**src/rtl/timed_cell_pkg.sv**
```systemverilog
// Shared helpers for the timed coupled cell: weight width and delay arithmetic.
package timed_cell_pkg;

  // Bits needed to hold a weight index 0..n-1.
  function automatic int weight_w(input int n);
    return (n <= 1) ? 1 : $clog2(n);
  endfunction

  // Propagation delay in clk cycles for a given number of weight steps.
  function automatic int unsigned delay_cycles(input int unsigned steps,
                                               input int unsigned base,
                                               input int unsigned scale);
    return base + scale * steps;
  endfunction

endpackage

```
**src/rtl/timed_coupled_cell_if.sv**
```systemverilog
// Register-write bus of one coupled cell.
interface timed_coupled_cell_if;
  logic        wready;
  logic        wr_addr_match;
  logic [31:0] wdata;
  logic [31:0] rdata;

  modport master (output wready, wr_addr_match, wdata, input rdata);
  modport slave  (input wready, wr_addr_match, wdata, output rdata);
endinterface

```
**src/rtl/edge_delay_queue.sv**
```systemverilog
// Circular FIFO of timestamped edges with head/tail peek and tail removal.
module edge_delay_queue #(
  parameter int W     = 9,
  parameter int DEPTH = 4
) (
  input  logic         clk,
  input  logic         rst,
  input  logic         flush,
  input  logic         push,
  input  logic         pop,
  input  logic         tail_rm,
  input  logic [W-1:0] push_data,
  output logic [W-1:0] head,
  output logic [W-1:0] tail,
  output logic         empty,
  output logic         full
);
  localparam int AW = $clog2(DEPTH);

  logic [W-1:0]  mem [DEPTH];
  logic [AW-1:0] rd_ptr, wr_ptr, tail_ptr;
  logic [AW:0]   count;

  assign tail_ptr = wr_ptr - 1'b1;
  assign head     = mem[rd_ptr];
  assign tail     = mem[tail_ptr];
  assign empty    = (count == '0);
  assign full     = (count == (AW+1)'(DEPTH));

  // Entry storage; written only on push, never needs reset.
  always_ff @(posedge clk) begin
    if (push) mem[wr_ptr] <= push_data;
  end

  // Pointers and occupancy; tail removal rewinds the write pointer.
  always_ff @(posedge clk) begin
    if (rst || flush) begin
      rd_ptr <= '0;
      wr_ptr <= '0;
      count  <= '0;
    end else begin
      rd_ptr <= rd_ptr + AW'(pop);
      wr_ptr <= wr_ptr + AW'(push) - AW'(tail_rm);
      count  <= count + (AW+1)'(push) - (AW+1)'(pop) - (AW+1)'(tail_rm);
    end
  end
endmodule

```
**src/rtl/timed_coupled_cell.sv**
```systemverilog
// Weight-dependent din->dout delay using a timestamped edge queue.
module timed_coupled_cell
  import timed_cell_pkg::*;
#(
  parameter int NUM_WEIGHTS = 15,
  parameter int DELAY_SCALE = 2,
  parameter int BASE_DELAY  = 1,
  parameter int EDGE_DEPTH  = 4,
  parameter int CNT_W       = 8
) (
  input  logic                 clk,
  input  logic                 axi_rst,
  input  logic                 osc_clear,
  input  logic                 sout,
  input  logic                 din,
  output logic                 dout,
  output logic                 edge_overflow,
  timed_coupled_cell_if.slave  bus
);
  localparam int WEIGHT_W = weight_w(NUM_WEIGHTS);
  localparam logic [WEIGHT_W-1:0] W_MAX = WEIGHT_W'(NUM_WEIGHTS - 1);
  localparam logic [WEIGHT_W-1:0] W_MID = WEIGHT_W'(NUM_WEIGHTS / 2);

  typedef struct packed {
    logic             level;
    logic [CNT_W-1:0] due;
  } entry_t;

  logic [WEIGHT_W-1:0] shadow, active, steps, wr_w;
  logic [CNT_W-1:0]    now, dly, now_d, diff;
  logic                din_q, edge_det, mismatch;
  logic                pop, push, tail_rm, q_empty, q_full;
  logic                wdata_unused;
  entry_t              head, tail, new_e;

  assign edge_det = din ^ din_q;
  assign mismatch = din ^ sout;
  assign steps    = mismatch ? active : (W_MAX - active);
  assign dly      = CNT_W'(delay_cycles(32'(steps), BASE_DELAY, DELAY_SCALE));
  assign now_d    = now + dly;
  assign diff     = now_d - tail.due;

  // New edge is due after its own delay, but never before the current tail.
  always_comb begin
    new_e.level = din;
    new_e.due   = now_d;
    if (!q_empty && (diff[CNT_W-1] || diff == '0)) new_e.due = tail.due + 1'b1;
  end

  assign pop     = !q_empty && (head.due == now) && !osc_clear;
  assign push    = edge_det && !osc_clear && (!q_full || pop);
  assign tail_rm = edge_det && !osc_clear && q_full && !pop;

  assign wr_w         = (bus.wdata[WEIGHT_W-1:0] > W_MAX) ? W_MAX : bus.wdata[WEIGHT_W-1:0];
  assign bus.rdata    = 32'(shadow);
  assign wdata_unused = ^bus.wdata[31:WEIGHT_W];

  edge_delay_queue #(.W($bits(entry_t)), .DEPTH(EDGE_DEPTH)) u_q (
    .clk       (clk),
    .rst       (axi_rst),
    .flush     (osc_clear),
    .push      (push),
    .pop       (pop),
    .tail_rm   (tail_rm),
    .push_data (new_e),
    .head      (head),
    .tail      (tail),
    .empty     (q_empty),
    .full      (q_full)
  );

  // Shadow takes writes; active copies it only when no edge is in flight.
  always_ff @(posedge clk) begin
    if (axi_rst) begin
      shadow <= W_MID;
      active <= W_MID;
    end else begin
      if (bus.wready && bus.wr_addr_match) shadow <= wr_w;
      if (q_empty && !edge_det) active <= shadow;
    end
  end

  // Timestamp, edge history, output phase and sticky overflow.
  always_ff @(posedge clk) begin
    if (axi_rst) begin
      now           <= '0;
      din_q         <= 1'b0;
      dout          <= 1'b0;
      edge_overflow <= 1'b0;
    end else begin
      now   <= now + 1'b1;
      din_q <= din;
      if (osc_clear) begin
        dout          <= din;
        edge_overflow <= 1'b0;
      end else begin
        if (pop)     dout          <= head.level;
        if (tail_rm) edge_overflow <= 1'b1;
      end
    end
  end
endmodule

```
**src/flat_wrapper.sv**
```systemverilog
// flat-port wrapper written by rule: the top's interface ports become plain ports
module timed_coupled_cell_flat import timed_cell_pkg::*;
#(
  parameter int NUM_WEIGHTS = 15,
  parameter int DELAY_SCALE = 2,
  parameter int BASE_DELAY  = 1,
  parameter int EDGE_DEPTH  = 4,
  parameter int CNT_W       = 8
)
  (clk, axi_rst, osc_clear, sout, din, dout, edge_overflow, bus_wready, bus_wr_addr_match, bus_wdata, bus_rdata);
  timed_coupled_cell_if bus_i ();
  input  logic clk;
  input  logic axi_rst;
  input  logic osc_clear;
  input  logic sout;
  input  logic din;
  output logic dout;
  output logic edge_overflow;
  input wire logic [$bits(bus_i.wready)-1:0] bus_wready;
  input wire logic [$bits(bus_i.wr_addr_match)-1:0] bus_wr_addr_match;
  input wire logic [$bits(bus_i.wdata)-1:0] bus_wdata;
  output wire logic [$bits(bus_i.rdata)-1:0] bus_rdata;
  assign bus_i.wready = bus_wready;
  assign bus_i.wr_addr_match = bus_wr_addr_match;
  assign bus_i.wdata = bus_wdata;
  assign bus_rdata = bus_i.rdata;
  timed_coupled_cell #(.NUM_WEIGHTS(NUM_WEIGHTS), .DELAY_SCALE(DELAY_SCALE), .BASE_DELAY(BASE_DELAY), .EDGE_DEPTH(EDGE_DEPTH), .CNT_W(CNT_W)) u_core (.clk(clk), .axi_rst(axi_rst), .osc_clear(osc_clear), .sout(sout), .din(din), .dout(dout), .edge_overflow(edge_overflow), .bus(bus_i));
endmodule
```
**config.mk**
```make
export PLATFORM = sky130hd
export DESIGN_NAME = timed_coupled_cell_flat
export DESIGN_NICKNAME = d
export VERILOG_FILES = /design/src/rtl/timed_cell_pkg.sv /design/src/rtl/timed_coupled_cell_if.sv /design/src/rtl/edge_delay_queue.sv /design/src/rtl/timed_coupled_cell.sv /design/src/flat_wrapper.sv
export SDC_FILE = /design/constraint.sdc
export NUM_CORES = 1
export LEC_CHECK = 0
export ABC_AREA = 0
export CAP_MARGIN = 0
export CORE_MARGIN = 3
export CORE_UTILIZATION = 57
export CTS_CLUSTER_DIAMETER = 80
export DETAILED_ROUTE_END_ITERATION = 12
export GPL_TIMING_DRIVEN = 0
export PLACE_DENSITY = 0.95
export SYNTH_ARGS = -nofsm -noshare
export SYNTH_HDL_FRONTEND = slang
export SYNTH_SLANG_ARGS = --single-unit
export TNS_END_PERCENT = 100
```
**constraint.sdc**
```tcl
create_clock -name clk -period 8.05 [get_ports clk]
set_input_delay 1.61 -clock clk [delete_from_list [all_inputs] [get_ports clk]]
set_output_delay 1.61 -clock clk [all_outputs]
set_load 0.01 [all_outputs]
```
### Floorplan with the power grid, run 1

Pins as bars on the die edge. Tap cells in gray.
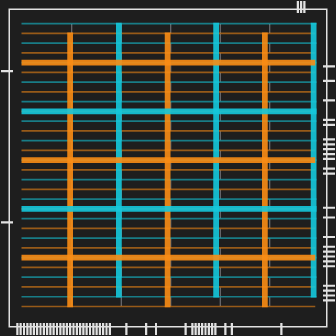
Key: orange = VSS; cyan = VDD
73 signal pins sit on the boundary. 77 tap cells. 6 straps on met4.
peak supply drop: 192 uV
horizontal die size: 88.1 um

### Cells colored by class, run 1

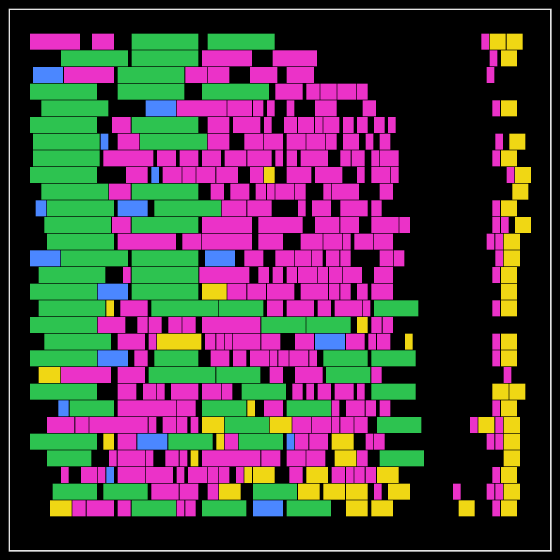
Key: blue = clock drivers and dummy loads [cells 16, share of their area 3.8%]; yellow = other buffers and delay cells [cells 55, share of their area 10%]; magenta = all other logic [cells 261, share of their area 48%]; green = flip-flops [cells 62, share of their area 38%]
number of core rows: 29
utilization after layout: 0.676
placeable core area: 0.00646 mm^2
fraction of area in registers: 0.367

==> run summary, run 1 <==
Notes on the physical implementation.

- In this build the clock could be raised as far as roughly 0.18 GHz.
- Post-CTS repair ended up resizing 0 cells.
- The number of warnings reported in the stage logs is around 57.
- The top routing layer in use is met4, for reference.
- The non-filler instance count after layout is 471, for reference.
- The design received a total of 77 well taps at floorplan.
- The flip-flop count of the largest register, all copies and words added is 36, for reference.
- The non-clock buffer share of cell area is 0.101, for reference.
- The count of antenna-violating nets left after detailed routing is 0, for reference.
- The flow ran to the end, and the final reports show no timing, DRC or antenna violations.
- Per the final layout report, the fraction of cells sized above drive strength 1 comes to 0.160.
- met1 track demand over resource after global routing is 0.260.
- The worst stage delay on the critical path is about 0.67 ns, for reference.
- Among the non-sequential cells, multiplexers take the most area.
- Adding up every negative setup slack in the final design gives 0 ns.
- In the routed layout, each cell is associated on average with a via count of 5.67.
- In this run the clock root is driven by a sky130_fd_sc_hd__clkbuf_8.
- The first global-routing pass estimated 13,000 um of wire.
- The fraction of power spent switching nets is 0.282, for reference.
- The layer carrying the most global-route usage is met2, for reference.
- The met3 track demand over resource in global routing is 0.0517, for reference.
- The area fraction of the dominant cell type after synthesis is 0.281, for reference.
- The post-synthesis to final-layout area growth is 13.5%, for reference.
- Setup repair after global routing left no endpoint under its margin.
- The number of sequential cells in the layout is between 60 and 70, for reference.
- After layout, the buffer instance count without clock buffers stands at 55.
- The critical path endpoint has a required time of slightly above 8 ns.
- The relative contribution of combinational cells to total power is 0.234, for reference.
- The cell-mix breakdown from Yosys lists the adder-cell area share as 0.0918.
- The warning count from the yosys run is 0, for reference.
- The maximum count of clock buffers along a single path is 2, for reference.
- The synthesized area per cell is about 11 um^2, for reference.
- The number of buffers inserted during clock tree synthesis is 9, for reference.
- At the pin with the least slew margin, the transition time is about 1.1 ns.
- For this design, the CTS-stage hold fixing added 0 buffers.
- The register bit total from synthesis is slightly above 60, for reference.
- The multi-input gate share of the layout cell area is 0.458, for reference.
- The TritonCTS clock tree is done, for reference.
- The fraction of the core area occupied by cells at floorplan is 0.595, for reference.
- The arrival time of data at the worst endpoint is listed as around 5.8 ns.
- Setup violations remaining at the end of the flow were counted as 0.
- The sequential power is roughly 0.00037 W, for reference.
### Clock network drawn from the DEF, run 1

The bar under the picture is 20 um long.
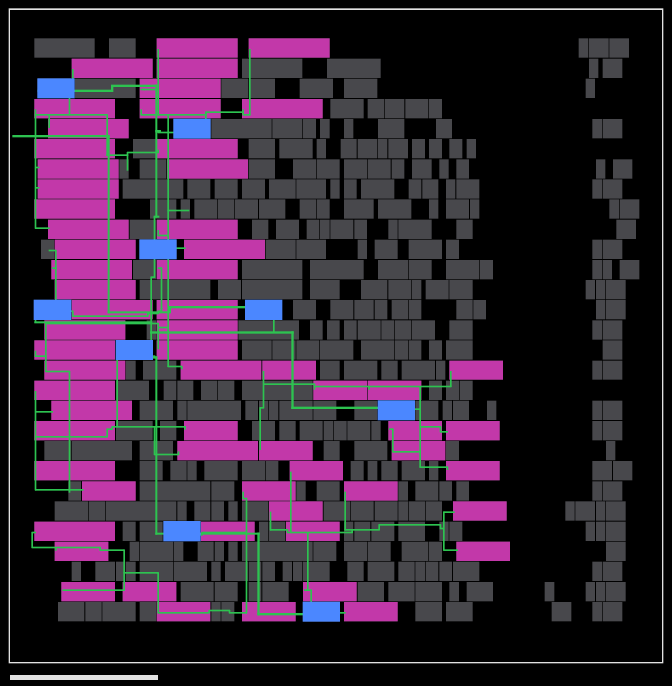
Key: magenta = flip-flops [count 62]; blue = cells driving clock nets [count 9]; green = clock wires [length 730 um]
There are 10 routed clock nets.
source-to-sink clock delay at the later pin of the worst-skew pair: 0.34 ns
Power Clock: 0.000232 W

-- run 1: cell usage after synthesis (all sizes together) --
library cell / number
xnor2: 25
nand4: 2
buf: 35
conb: 1
nand3: 15
nor4b: 1
fa: 2
a32oi: 1
nand2: 8
and2: 9
o221ai: 1
a311o: 1
nand2b: 1
a2111oi: 1
a22oi: 1
xor2: 16
a311oi: 1
mux2i: 11
nor3: 8
nor4: 4
o31ai: 1
dfxtp: 26
or4: 1
edfxtp: 36
a211o: 5
mux4: 13
or3: 1
a21oi: 12
and3: 7
nor2: 15
inv: 17
a211oi: 1
o211a: 1
nor2b: 7
o21a: 2
o21ai: 7
a21o: 3
ha: 25
a31oi: 1
clkbuf: 4
mux2: 6
-- run 1: per-stage QoR --
stage               hold WS, ns  worst slack [ns]  cell area, um^2  utilization  total power, W
floorplan                 0.448              3.19             3950            -        0.000509
global placement          0.450              2.11             4200        0.651        0.000544
detailed placement        0.453              2.04             4200        0.651        0.000552
CTS                       0.483              2.35             4360        0.676        0.000782
global route              0.500              2.01             4360        0.676        0.000817
finish                    0.479              2.34             4360        0.676        0.000780
-- run 1: worst paths after layout --
| check | startpoint | depth (start not counted) | to | slack [ns] |
|---|---|---|---|---|
| max reg2reg | u_core.u_q.wr_ptr[0]$_SDFF_PP0_ | 13 | u_core.u_q.mem[0][2]$_DFFE_PP_ | 3.45 |
| min | u_core.edge_overflow$_SDFFE_PP0P_ | 1 | u_core.edge_overflow$_SDFFE_PP0P_ | 0.48 |
| max | din | 17 | u_core.u_q.mem[0][2]$_DFFE_PP_ | 2.34 |
| min reg2reg | u_core.edge_overflow$_SDFFE_PP0P_ | 1 | u_core.edge_overflow$_SDFFE_PP0P_ | 0.48 |
### Wiring by layer, run 1

The bar under the picture is 20 um long.
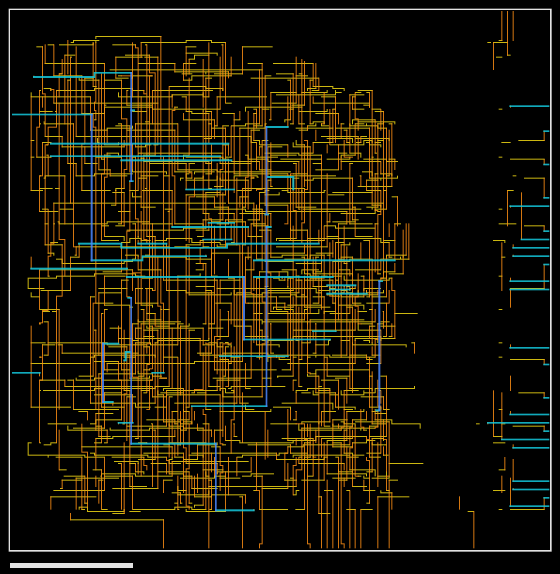

--- run 2 (diff from run 1) ---
--- a/config.mk
+++ b/config.mk
@@ -8,11 +8,11 @@
 export ABC_AREA = 0
 export CAP_MARGIN = 0
 export CORE_MARGIN = 3
-export CORE_UTILIZATION = 57
+export CORE_UTILIZATION = 53
 export CTS_CLUSTER_DIAMETER = 80
 export DETAILED_ROUTE_END_ITERATION = 12
 export GPL_TIMING_DRIVEN = 0
-export PLACE_DENSITY = 0.95
+export PLACE_DENSITY = 0.9
 export SYNTH_ARGS = -nofsm -noshare
 export SYNTH_HDL_FRONTEND = slang
 export SYNTH_SLANG_ARGS = --single-unit
==> constraint.sdc (replaced) <==
create_clock -name clk -period 5.98 [get_ports clk]
set_input_delay 1.196 -clock clk [delete_from_list [all_inputs] [get_ports clk]]
set_output_delay 1.196 -clock clk [all_outputs]
set_load 0.01 [all_outputs]
### Wiring by layer, run 2

The bar under the picture is 20 um long.
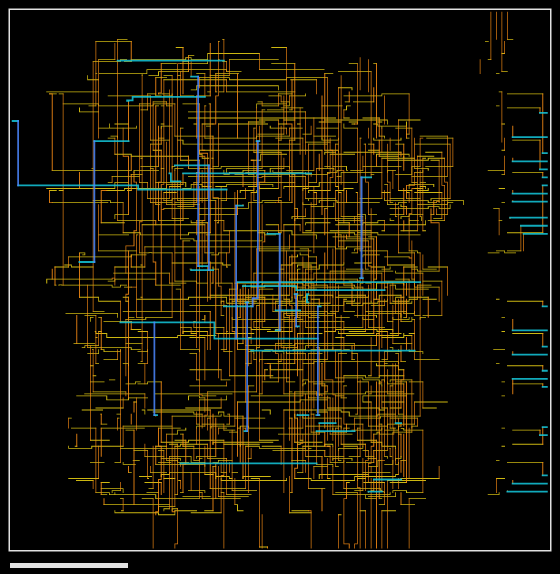
Key: cyan = met3 [wire length 370 um]; yellow = met1 [wire length 3,350 um]; orange = met2 [wire length 3,980 um]; blue = met4 [wire length 227 um]
All-Layer GR Usage: 0.194
aggregate routed wire length: 7920 um
via total after detailed routing: 2,675

==> run 2 against run 1 <==
Flip-flop count is the same. Clock power grew 44%. Cell count grew 4.0%. Core utilization shrank 3.7 points. Clock skew grew 0.00090 ns. Clock-buffer cell count shrank 3. Combinational power grew 38%. Critical path depth grew 1. Cell area grew 1.1%. Critical path type unchanged. Critical endpoint is now u_core.u_q.mem[3][7]$_DFFE_PP_.
==> run summary, run 2 <==
Notes on the physical implementation.

- The count of warning messages emitted by the tools is 57 (unchanged), for reference.
- Looking at hold timing, the worst path starts from u_core.edge_overflow$_SDFFE_PP0P_.
- The setup-violating endpoint count in the final report was 0 (unchanged).
- The end point of the most critical hold path is u_core.edge_overflow$_SDFFE_PP0P_, for reference.
- The warning count from the yosys run was 0 (unchanged).
- The synthesized instance count is ~340, for reference.
- TritonCTS built the clock tree.
- The layout cell share with drive strength beyond 1 was 0.168 (+0.00761).
- The adder-cell share of the synthesized area is 0.0918 (unchanged), for reference.
- The arrival time at the worst endpoint was 5.51 ns (-0.27 ns).
- The via density per instance was 5.46 (-3.7%).
- The peak clock frequency supported by timing is 0.184 GHz, for reference.
- The pin slew with the least headroom to its limit is 1.28 ns (+0.139 ns), for reference.
- The number of gates resized after CTS is 0 (unchanged), for reference.
- The worst hold path stage count is 1 (unchanged), for reference.
- The flow ran to the end, and the final reports show no timing, DRC or antenna violations.
- Ranked by flip-flop count, first place goes to u_core.u_q.mem.
- The launch point of the worst register-to-register path is recorded as u_core.u_q.wr_ptr[0]$_SDFF_PP0_.
- In this run, the synthesized area fraction spent on and/or/nand/nor cells is recorded as 0.108.
- STA lists the endpoint of the worst register-to-register path as u_core.u_q.mem[3][7]$_DFFE_PP_.
- The area fraction of the dominant cell type after synthesis is 0.281 (unchanged), for reference.
- The number of synthesized flops with an enable pin came to 36 (unchanged).
- The worst stage delay on the critical path is 0.65 ns (-0.02 ns), for reference.
- The commonest cells after synthesis are sky130_fd_sc_hd__edfxtp_1, sky130_fd_sc_hd__buf_4, sky130_fd_sc_hd__dfxtp_1.
- The x dimension of the die is 91.2 um (+3.5%), for reference.
- By instance count, the leading cell after synthesis is sky130_fd_sc_hd__edfxtp_1.
- The global-route wire length before repair is 12,700 um (-1.8%), for reference.
- The setup clock skew after layout is 0.0110 ns, for reference.
- The worst hold slack is 0.477 ns (-0.00213 ns), for reference.
- The count of antenna-violating nets left after detailed routing is 0 (unchanged), for reference.
- The maximum count of clock buffers along a single path is 2 (unchanged), for reference.
- The critical path data required time is 6.07 ns (-2.05 ns), for reference.
- The synthesized area per cell came to 11.5 um^2 (unchanged).
- The predominant post-synthesis flop cell is sky130_fd_sc_hd__edfxtp_1, for reference.
- The setup slack on the worst flop-to-flop path is 1.42 ns (-2.03 ns), for reference.
- The worst supply voltage drop on vdd is 167 uV (-13%).
- The placeable core region is 0.00691 mm^2 (+6.9%), for reference.
- The non-filler instance count after layout is 490 (+4.0%), for reference.
- The number of buffers inserted for hold repair after clock tree synthesis was 0 (unchanged).
- The setup TNS is 0 ns (unchanged), for reference.
- The number of buffers inserted during clock tree synthesis is 9 (unchanged), for reference.
- Per the CTS log, the root buffer master is sky130_fd_sc_hd__clkbuf_8.
- The flip-flop count of the largest register, all copies and words added is 36 (unchanged), for reference.
- The share of synthesized registers carrying an async set or reset is 0 (unchanged), for reference.
- The insertion delay to the later sink of the worst-skew pair is 0.34 ns (about the same).
- The number of diodes added for antenna fixing is 0, for reference.
## run 2: area by class of cell
class                      instances  area, um^2
inverter                          17        63.8
sequential                        62        1600
clock buffer                      11         153
buffer                            39         279
clock inverter                     5        33.8
tap                               96         120
fill                             530        2490
timing repair buffer              16         160
multi-input combinational        244        2000
## run 2: metrics by stage
stage	power (W)	utilization	worst slack, ns	instance area (um^2)
floorplan	0.000686	-	1.54	3950
global placement	0.000734	0.612	0.422	4230
detailed placement	0.000747	0.612	0.351	4230
CTS	0.00108	0.639	0.650	4410
global route	0.00113	0.639	0.175	4410
finish	0.00108	0.639	0.556	4410
## run 2: metal layers
metal  vias up  GRT usage  routed length (um)
met5         -          0                   0
met2        81      0.341                3980
li1       1268          -                   -
met3        25     0.0373                 370
met1      1301      0.226                3350
met4         0     0.0955                 226
## run 2: worst reg2reg max path, delay by kind of cell (launching register included)
kind,cells,cell delay [ns]
flip-flops,1,0.39
adder cells (fa/ha/maj),3,0.88
AND/OR/NAND/NOR,1,0.09
AND-OR/OR-AND,5,1.19
buffers and inverters,4,0.91
multiplexers,2,0.86
## run 2: worst max path at each step
stage / startpoint / to / slack [ns] / cells after the start
floorplan: din / u_core.u_q.mem[0][2]$_DFFE_PP_ / 1.54 / 16
global placement: din / u_core.u_q.mem[0][3]$_DFFE_PP_ / 0.42 / 17
detailed placement: din / u_core.u_q.mem[1][5]$_DFFE_PP_ / 0.35 / 17
CTS: din / u_core.u_q.mem[1][6]$_DFFE_PP_ / 0.65 / 18
global route: din / u_core.u_q.mem[0][7]$_DFFE_PP_ / 0.17 / 18
finish: din / u_core.u_q.mem[3][7]$_DFFE_PP_ / 0.56 / 18
## run 2: power breakdown
part,internal (W),switching [W]
registers,0.000480,0.0000132
logic,0.000114,0.000138
clock network,0.000174,0.000158
--- run 3 (diff from run 2) ---
--- a/config.mk
+++ b/config.mk
@@ -12,6 +12,7 @@
 export CTS_CLUSTER_DIAMETER = 80
 export DETAILED_ROUTE_END_ITERATION = 12
 export GPL_TIMING_DRIVEN = 0
+export HOLD_SLACK_MARGIN = 0.12
 export PLACE_DENSITY = 0.9
 export SYNTH_ARGS = -nofsm -noshare
 export SYNTH_HDL_FRONTEND = slang
### Clock network drawn from the DEF, run 3

The bar under the picture is 20 um long.
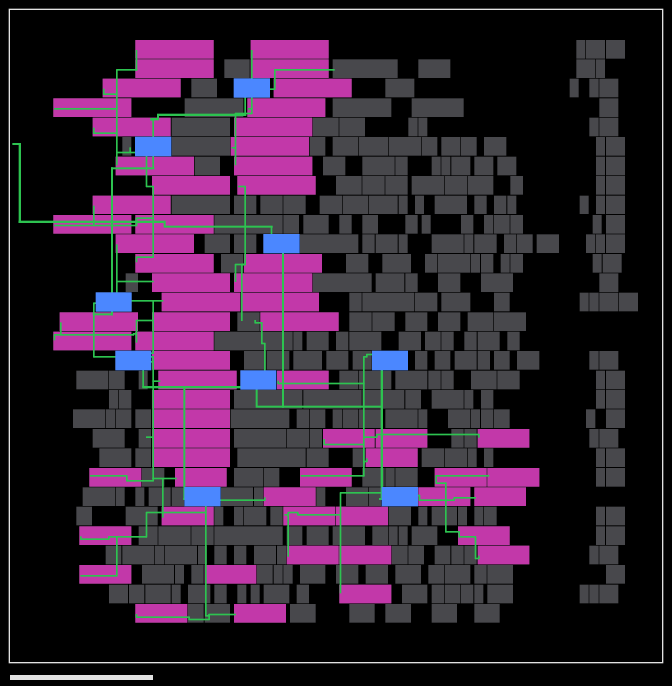
Key: blue = cells driving clock nets [count 9]; magenta = flip-flops [count 62]; green = clock wires [length 673 um]
There are 10 routed clock nets.
largest clock skew in the final design: 0.0110 ns
fraction of power consumed by the clock network: 0.309
Power Clock: 0.000333 W

==> run 3 against run 2 <==
Power is the same. Register-to-register slack is essentially flat. First-iteration DRC count is the same.
==> run summary, run 3 <==
Notes on the physical implementation.

- The highest layer touched by signal routing is met4.
- The worst hold path stage count is 1 (unchanged).
- The setup-violating endpoint count in the final report is 0 (unchanged).
- The number of fill cells in the layout was 530 (unchanged).
- The maximum count of clock buffers along a single path is 2 (unchanged), for reference.
- The number of stages on the worst setup path is 18 (unchanged).
- The peak clock frequency supported by timing is 0.184 GHz (unchanged), for reference.
- The number of diodes added for antenna fixing is 0 (unchanged).
- The run finished with clean final reports.
- The flip-flop count of the largest register, all copies and words added is 36 (unchanged), for reference.
- The number of synthesized flops with an enable pin is 36 (unchanged).
- The layout cell share with drive strength beyond 1 is 0.168 (unchanged).
- The number of buffers inserted during clock tree synthesis is 9 (unchanged).
- The relative contribution of combinational cells to total power came to 0.234 (about the same).
- The capture point of the worst register-to-register path is recorded as u_core.u_q.mem[3][7]$_DFFE_PP_.
- The number of buffers inserted for hold repair after clock tree synthesis came to 0 (unchanged).
- The number of gates resized after CTS is 0 (unchanged), for reference.
- The top register by number of flip-flops is u_core.u_q.mem, for reference.
- According to the timing report, the critical path is captured at u_core.u_q.mem[3][7]$_DFFE_PP_.
- The tree is rooted in a sky130_fd_sc_hd__clkbuf_8.
- The startpoint of the lowest-slack register-to-register path is u_core.u_q.wr_ptr[0]$_SDFF_PP0_, for reference.
- The global-route wire length before repair is 12,700 um (unchanged), for reference.
- The predominant post-synthesis flop cell is sky130_fd_sc_hd__edfxtp_1, for reference.
- The count of antenna-violating nets left after detailed routing is 0 (unchanged), for reference.
- The fraction of power spent switching nets is 0.287 (unchanged), for reference.
- TritonCTS built the clock tree.
- The commonest cells after synthesis are sky130_fd_sc_hd__edfxtp_1, sky130_fd_sc_hd__buf_4, sky130_fd_sc_hd__dfxtp_1.
- The via count of the routed design is 2,675 (unchanged), for reference.
[run 3: cell counts in the layout (fill, tap and decap cells not counted)]
Identical to the previous run, type by type.
[run 3: power groups by stage]
stage	Clock, W	Combinational [W]	Sequential [W]
6_report	0.000333	0.000252	0.000493
5_1_grt	0.000358	0.000275	0.000494
4_1_cts	0.000338	0.000248	0.000492
3_5_place_dp	0	0.000246	0.000502
3_3_place_gp	0	0.000234	0.000500
2_1_floorplan	0	0.000187	0.000498
[run 3: final cells by class]
class                   count  area (um^2)  share of cell area
plain buffers              39          279              0.0632
clock buffers              11          153              0.0346
clock inverters             5         33.8             0.00766
inverters                  17         63.8              0.0145
multi-input cells         244         2000               0.453
flip-flops and latches     62         1600               0.363
well taps                  96          120              0.0272
repair buffers             16          160              0.0363
[run 3: layer usage]
layer / track usage / vias up
li1: - / 1268
met1: 0.226 / 1301
met2: 0.341 / 81
met3: 0.0373 / 25
met4: 0.0955 / 0
met5: 0 / -
[run 3: metrics by stage]
step	setup slack (ns)	instance area, um^2
after floorplan	1.54	3950
after global routing	0.175	4410
after CTS	0.650	4410
after global placement	0.422	4230
final	0.556	4410
after detailed placement	0.351	4230
[run 3: logic make-up after synthesis]
logic type | after synthesis | share of synthesized area
AOI/OAI and AO/OA | 39 | 0.0736
xor gates and xnor gates | 41 | 0.0934
DFF | 62 | 0.417
buffers and inverters | 56 | 0.0892
adders and majority gates | 27 | 0.0918
muxes | 30 | 0.126
other | 1 | 0.000976
and+or+nand+nor | 79 | 0.108

## Gallery

Track usage over the die.
picture 1
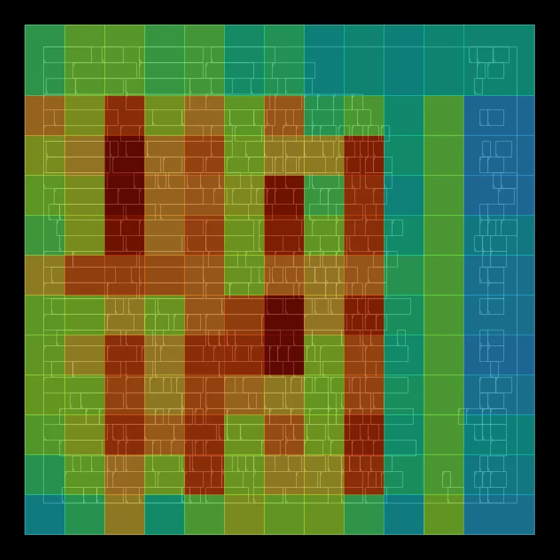
picture 2
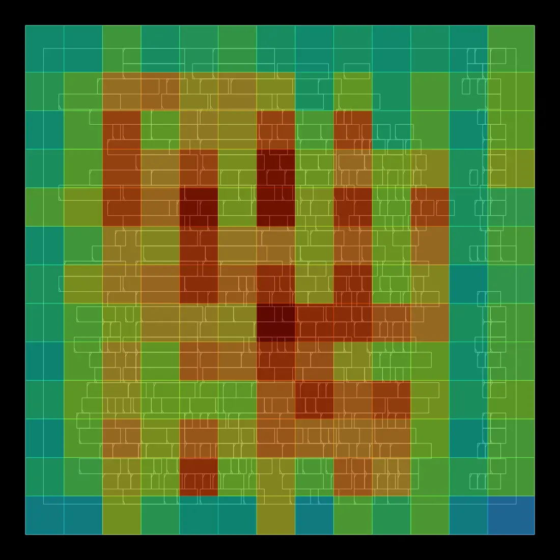
For run 3, see picture 2.
For run 1, see picture 1.

Power figures rest on the tool's default switching activity, not on a simulated workload.
